$ cat config.mk
export PLATFORM = sky130hd
export DESIGN_NAME = neo_pbus_master
export DESIGN_NICKNAME = d
export VERILOG_FILES = /design/src/rtl/neo_pbus_pkg.sv /design/src/rtl/neo_pbus_capture.sv /design/src/rtl/neo_pbus_master.sv
export SDC_FILE = /design/constraint.sdc
export NUM_CORES = 1
export LEC_CHECK = 0
export CORE_ASPECT_RATIO = 0.5
export CORE_MARGIN = 5
export CORE_UTILIZATION = 41
export DETAILED_ROUTE_END_ITERATION = 12
export PLACE_DENSITY_LB_ADDON = 0.15
export SLEW_MARGIN = 0
export SYNTH_ARGS = -nofsm -noshare
export SYNTH_HDL_FRONTEND = slang
export SYNTH_SLANG_ARGS = --single-unit
$ cat constraint.sdc
create_clock -name CLK_24M -period 2.1 [get_ports CLK_24M]
set_input_delay 0.42 -clock CLK_24M [delete_from_list [all_inputs] [get_ports CLK_24M]]
set_output_delay 0.42 -clock CLK_24M [all_outputs]
set_load 0.005 [all_outputs]
$ cat src/rtl/neo_pbus_pkg.sv
// neo_pbus_pkg
// Shared constants and types for the cartridge P bus initiator.
//   - Slot phase constants. A slot is 16 clocks and is indexed by a free-running 4-bit counter.
//   - Bus and data widths, which the protocol fixes.
//   - The capture-enable bundle that the top module passes to neo_pbus_capture.
//   - in_win(): the phase-window test that the strobe decode uses.
package neo_pbus_pkg;

  localparam int PBUS_W     = 24;
  localparam int CR_W       = 32;
  localparam int SPR_ADDR_W = 22;
  localparam int FIX_ADDR_W = 16;
  localparam int FIXD_W     = 8;

  typedef logic [3:0] phase_t;

  // First phase of each window within the 16-clock slot
  localparam phase_t PH_SPR_ADDR  = 4'd0;
  localparam phase_t PH_PCK1      = 4'd2;
  localparam phase_t PH_CA4_LO    = 4'd4;
  localparam phase_t PH_CA4_HI    = 4'd6;
  localparam phase_t PH_SPR_VALID = 4'd8;
  localparam phase_t PH_FIX_ADDR  = 4'd8;
  localparam phase_t PH_PCK2      = 4'd10;
  localparam phase_t PH_S2H1_LO   = 4'd10;
  localparam phase_t PH_S2H1_HI   = 4'd12;
  localparam phase_t PH_FIX_VALID = 4'd14;

  typedef struct packed {
    logic spr_hi;   // CR -> spr_data[63:32]
    logic spr_lo;   // CR -> spr_data[31:0]
    logic fix_hi;   // FIXD -> fix_data[15:8]
    logic fix_lo;   // FIXD -> fix_data[7:0]
  } cap_en_t;

  // True when ph lies in [lo, lo+len). The subtraction wraps modulo 16,
  // so a window may also straddle the slot boundary.
  function automatic logic in_win(input phase_t ph, input phase_t lo, input phase_t len);
    phase_t d;
    d = ph - lo;
    return d < len;
  endfunction

endpackage

$ cat src/rtl/neo_pbus_capture.sv
// neo_pbus_capture
// Holds the returned C ROM and S ROM data for the video pipeline.
// A register changes only when its enable is set.
// Optional build macro: CR_BYTESWAP_EN. When it is defined, each 16-bit half of CR is
// byte-swapped before it is stored. This compensates for the byte order of the cartridge model.
// Ports:
//   clk, rst_n   clock and asynchronous active-low reset
//   cap_en       per-half capture enables, decoded in the top module
//   cr, fixd     raw data from the cartridge
//   spr_data     {CR at CA4=0, CR at CA4=1}
//   fix_data     {FIXD at S2H1=0, FIXD at S2H1=1}
module neo_pbus_capture
  import neo_pbus_pkg::*;
(
  input  logic                clk,
  input  logic                rst_n,
  input  cap_en_t             cap_en,
  input  logic [CR_W-1:0]     cr,
  input  logic [FIXD_W-1:0]   fixd,
  output logic [2*CR_W-1:0]   spr_data,
  output logic [2*FIXD_W-1:0] fix_data
);

  logic [CR_W-1:0] cr_word;

`ifdef CR_BYTESWAP_EN
  assign cr_word = {cr[23:16], cr[31:24], cr[7:0], cr[15:8]};
`else
  assign cr_word = cr;
`endif

  always_ff @(posedge clk or negedge rst_n) begin
    if (!rst_n) begin
      spr_data <= '0;
      fix_data <= '0;
    end else begin
      if (cap_en.spr_hi) spr_data[2*CR_W-1:CR_W]     <= cr_word;
      if (cap_en.spr_lo) spr_data[CR_W-1:0]          <= cr_word;
      if (cap_en.fix_hi) fix_data[2*FIXD_W-1:FIXD_W] <= fixd;
      if (cap_en.fix_lo) fix_data[FIXD_W-1:0]        <= fixd;
    end
  end

endmodule

$ cat src/rtl/neo_pbus_master.sv
// neo_pbus_master
// Motherboard-side P bus initiator. It time-multiplexes sprite (C ROM) and fix (S ROM)
// fetches into a 16-clock slot:
//   - phases 0-7:  sprite half
//   - phases 8-15: fix half
// All outputs are registered. Each output register is loaded from a decode of the *next*
// counter value, so the value shown during phase k is the one that phase k calls for.
// Requests are sampled on the edge that enters phase 0.
// Optional build macro: CR_BYTESWAP_EN (see neo_pbus_capture).
// Ports:
//   CLK_24M, nRESET      clock and asynchronous active-low reset
//   spr_req/addr/ack     sprite request handshake; ack pulses in phase 0
//   spr_valid/data       sprite data, valid in phase 8
//   fix_req/addr/ack     fix request handshake; ack pulses in phase 0
//   fix_valid/data       fix data, valid in phase 14
//   PBUS, PCK1B, PCK2B   address bus and latch strobes to the cartridge
//   CA4, S2H1            half selects
//   CR, FIXD             returned ROM data
module neo_pbus_master
  import neo_pbus_pkg::*;
(
  input  logic                  CLK_24M,
  input  logic                  nRESET,
  input  logic                  spr_req,
  input  logic [SPR_ADDR_W-1:0] spr_addr,
  output logic                  spr_ack,
  output logic                  spr_valid,
  output logic [2*CR_W-1:0]     spr_data,
  input  logic                  fix_req,
  input  logic [FIX_ADDR_W-1:0] fix_addr,
  output logic                  fix_ack,
  output logic                  fix_valid,
  output logic [2*FIXD_W-1:0]   fix_data,
  output logic [PBUS_W-1:0]     PBUS,
  output logic                  PCK1B,
  output logic                  PCK2B,
  output logic                  CA4,
  output logic                  S2H1,
  input  logic [CR_W-1:0]       CR,
  input  logic [FIXD_W-1:0]     FIXD
);

  phase_t cnt;
  phase_t cnt_nxt;
  logic   slot_start;

  logic                  spr_arm, spr_arm_nxt;
  logic                  fix_arm, fix_arm_nxt;
  logic [SPR_ADDR_W-1:0] spr_addr_q, spr_addr_nxt;
  logic [FIX_ADDR_W-1:0] fix_addr_q, fix_addr_nxt;

  logic [PBUS_W-1:0] pbus_nxt;
  logic              pck1_nxt, pck2_nxt, ca4_nxt, s2h1_nxt;
  logic              spr_ack_nxt, spr_valid_nxt, fix_ack_nxt, fix_valid_nxt;
  cap_en_t           cap_en;

  assign cnt_nxt    = cnt + 4'd1;
  assign slot_start = (cnt_nxt == PH_SPR_ADDR);

  // Request sampling and arming
  always_comb begin
    spr_arm_nxt  = spr_arm;
    fix_arm_nxt  = fix_arm;
    spr_addr_nxt = spr_addr_q;
    fix_addr_nxt = fix_addr_q;
    spr_ack_nxt  = 1'b0;
    fix_ack_nxt  = 1'b0;
    if (slot_start) begin
      spr_arm_nxt = spr_req;
      fix_arm_nxt = fix_req;
      spr_ack_nxt = spr_req;
      fix_ack_nxt = fix_req;
      if (spr_req) spr_addr_nxt = spr_addr;
      if (fix_req) fix_addr_nxt = fix_addr;
    end
  end

  // Output decode for the phase about to begin
  always_comb begin
    pbus_nxt = '0;
    if (spr_arm_nxt && in_win(cnt_nxt, PH_SPR_ADDR, 4'd4))
      pbus_nxt = {2'b00, spr_addr_nxt};
    else if (fix_arm_nxt && in_win(cnt_nxt, PH_FIX_ADDR, 4'd4))
      pbus_nxt = {8'h00, fix_addr_nxt};
    pck1_nxt      = spr_arm_nxt && in_win(cnt_nxt, PH_PCK1, 4'd2);
    pck2_nxt      = fix_arm_nxt && in_win(cnt_nxt, PH_PCK2, 4'd2);
    ca4_nxt       = in_win(cnt_nxt, PH_CA4_HI, 4'd2);
    s2h1_nxt      = in_win(cnt_nxt, PH_S2H1_HI, 4'd2);
    spr_valid_nxt = spr_arm_nxt && (cnt_nxt == PH_SPR_VALID);
    fix_valid_nxt = fix_arm_nxt && (cnt_nxt == PH_FIX_VALID);
  end

  // Capture on the last clock of each half-select window, while the cartridge data is settled
  always_comb begin
    cap_en        = '0;
    cap_en.spr_hi = spr_arm && (cnt == PH_CA4_LO + 4'd1);
    cap_en.spr_lo = spr_arm && (cnt == PH_CA4_HI + 4'd1);
    cap_en.fix_hi = fix_arm && (cnt == PH_S2H1_LO + 4'd1);
    cap_en.fix_lo = fix_arm && (cnt == PH_S2H1_HI + 4'd1);
  end

  always_ff @(posedge CLK_24M or negedge nRESET) begin
    if (!nRESET) begin
      cnt        <= '0;
      spr_arm    <= 1'b0;
      fix_arm    <= 1'b0;
      spr_addr_q <= '0;
      fix_addr_q <= '0;
      PBUS       <= '0;
      PCK1B      <= 1'b0;
      PCK2B      <= 1'b0;
      CA4        <= 1'b0;
      S2H1       <= 1'b0;
      spr_ack    <= 1'b0;
      fix_ack    <= 1'b0;
      spr_valid  <= 1'b0;
      fix_valid  <= 1'b0;
    end else begin
      cnt        <= cnt_nxt;
      spr_arm    <= spr_arm_nxt;
      fix_arm    <= fix_arm_nxt;
      spr_addr_q <= spr_addr_nxt;
      fix_addr_q <= fix_addr_nxt;
      PBUS       <= pbus_nxt;
      PCK1B      <= pck1_nxt;
      PCK2B      <= pck2_nxt;
      CA4        <= ca4_nxt;
      S2H1       <= s2h1_nxt;
      spr_ack    <= spr_ack_nxt;
      fix_ack    <= fix_ack_nxt;
      spr_valid  <= spr_valid_nxt;
      fix_valid  <= fix_valid_nxt;
    end
  end

  neo_pbus_capture u_capture (
    .clk      (CLK_24M),
    .rst_n    (nRESET),
    .cap_en   (cap_en),
    .cr       (CR),
    .fixd     (FIXD),
    .spr_data (spr_data),
    .fix_data (fix_data)
  );

endmodule

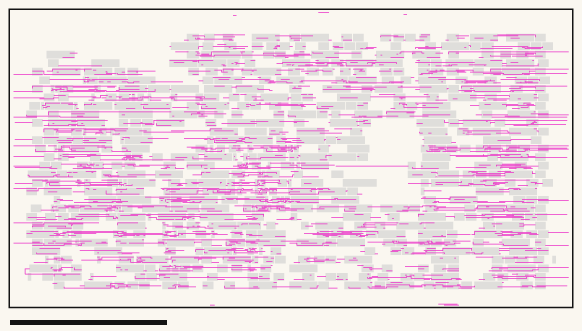
(images/met1.png)
Scale bar: 50 um. Cells faint in the background.
share of all routed wire	44%
nets with wire on the layer	627
wire length on this layer	6180 um

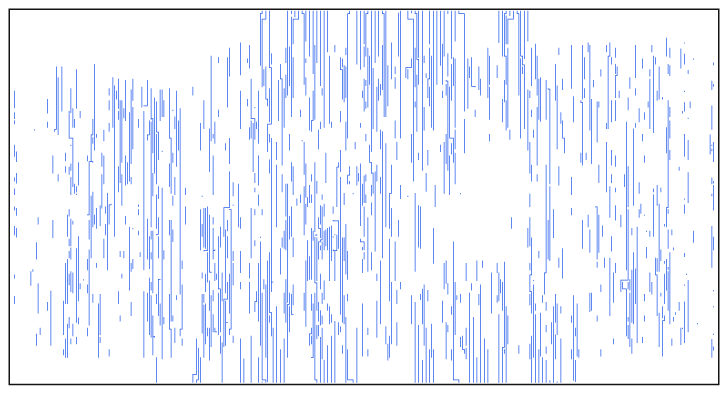
(images/met2.png)
wire length on this layer	6750 um
longest straight run	46.9 um
main direction	vertical

==> flow_summary.json <==
{
  "status": "complete, no violations",
  "worstPathBufferInverterCount": 1,
  "dp_hpwl_um": 9801,
  "critPathMaxFanout": 6,
  "worstSetupStartpointType": "flip-flop",
  "grt_pass1_vias": 4173,
  "ys_seq_share_pct": 65.91,
  "lay_top_count": "clkdlybuf4s50_1",
  "place_ws_ps": -19.44,
  "slowest_delay_ps": 380,
  "fin_skew_ps": 12.63,
  "comb_area_sq_mm": 0.001790,
  "slowest_stage": "dfrtp_1",
  "post_cts_resized": 0,
  "syn_area_per_cell_sq_um": 14.95,
  "first_pass_iters": 4,
  "hold_ws_ps": 482.2,
  "drc_errors": 0,
  "startpoint": "cnt[0]",
  "setup_viol": 0,
  "simple_gate_share_pct": 3.274,
  "clkLatencyLatePin_ps": 410
}
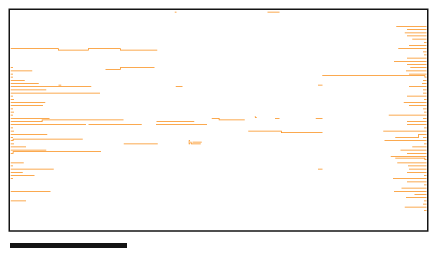
(images/met3.png)
Scale bar: 50 um.
wire length on this layer	1100 um
nets with wire on the layer	104

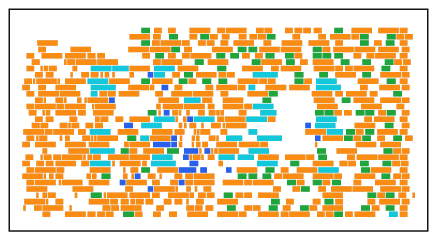
(images/drive_strength.png)
colour	size	cells	share
blue	drive 3 to 4	22	3.5%
cyan	drive 6 and up	36	5.8%
orange	drive 1 or less	474	76%
green	drive 2	90	14%
post-route cell area: 0.008882 sq mm
final worst slack: 86.08 ps
area grow syn2layout: 51.92%
Buffers, non-clock: 213

metrics by stage:
stage	setup TNS [ps]	cells	utilization (%)
finish	0	814	64.48
global route	-7.071	814	64.48
CTS	0	806	63.76
detailed placement	-35.32	774	58.76
global placement	0	774	58.76
floorplan	0	392	-
worst register-to-register path, delay by kind of cell (launching register included):
| family | cells | cell delay [ps] |
|---|---|---|
| and+or+nand+nor | 3 | 470 |
| DFF | 1 | 380 |
| AOI/OAI and AO/OA | 1 | 370 |
| muxes | 1 | 330 |
| adders and majority gates | 1 | 230 |
| buffers and inverters | 1 | 150 |
power breakdown:
group	switching (mW)	internal (mW)	leakage, nW
clock	1.23	2.28	0.328
combinational	0.286	0.570	1.80
sequential	0.0972	3.20	1.86
cell type report:
type | instances | share of cell area [%]
Timing Repair Buffer | 213 | 24.41
Clock buffer | 19 | 4.987
Sequential cell | 154 | 43.39
Multi-Input combinational cell | 184 | 20.16
Tap cell | 192 | 2.705
Clock inverter | 12 | 2.662
Inverter | 40 | 1.690
cells in the mapped netlist, drive strengths merged:
cell type  instances
nor2b              6
ha                 5
a21boi             1
nor3               3
nand3              4
buf               13
and4               3
nand2              6
a211o              1
o21ai              1
a21oi              1
mux2              86
a21o               1
nor4b              1
nand4b             1
mux2i             33
conb               1
xor2               2
and2               1
inv               40
clkbuf             4
xnor2              2
nor2               2
dfrtp            154
o22ai             16
nand4              3
registers in the layout (all words and copies together), names as in the netlist, 4 cells and up:
signal              count
PBUS                   22
cnt                     4
fix_addr_q             16
spr_addr_q             22
u_capture.fix_data     16
u_capture.spr_data     64
routing by layer:
metal / global-route usage (%) / up-vias / wire length [um]
met1: 21.03 / 1914 / 6178
met5: 0 / - / 0
met2: 27.39 / 123 / 6751
li1: - / 1793 / -
met3: 6.240 / 12 / 1099
met4: 4.850 / 0 / 149
No activity file was given, so power comes from the tool's default toggle rates.
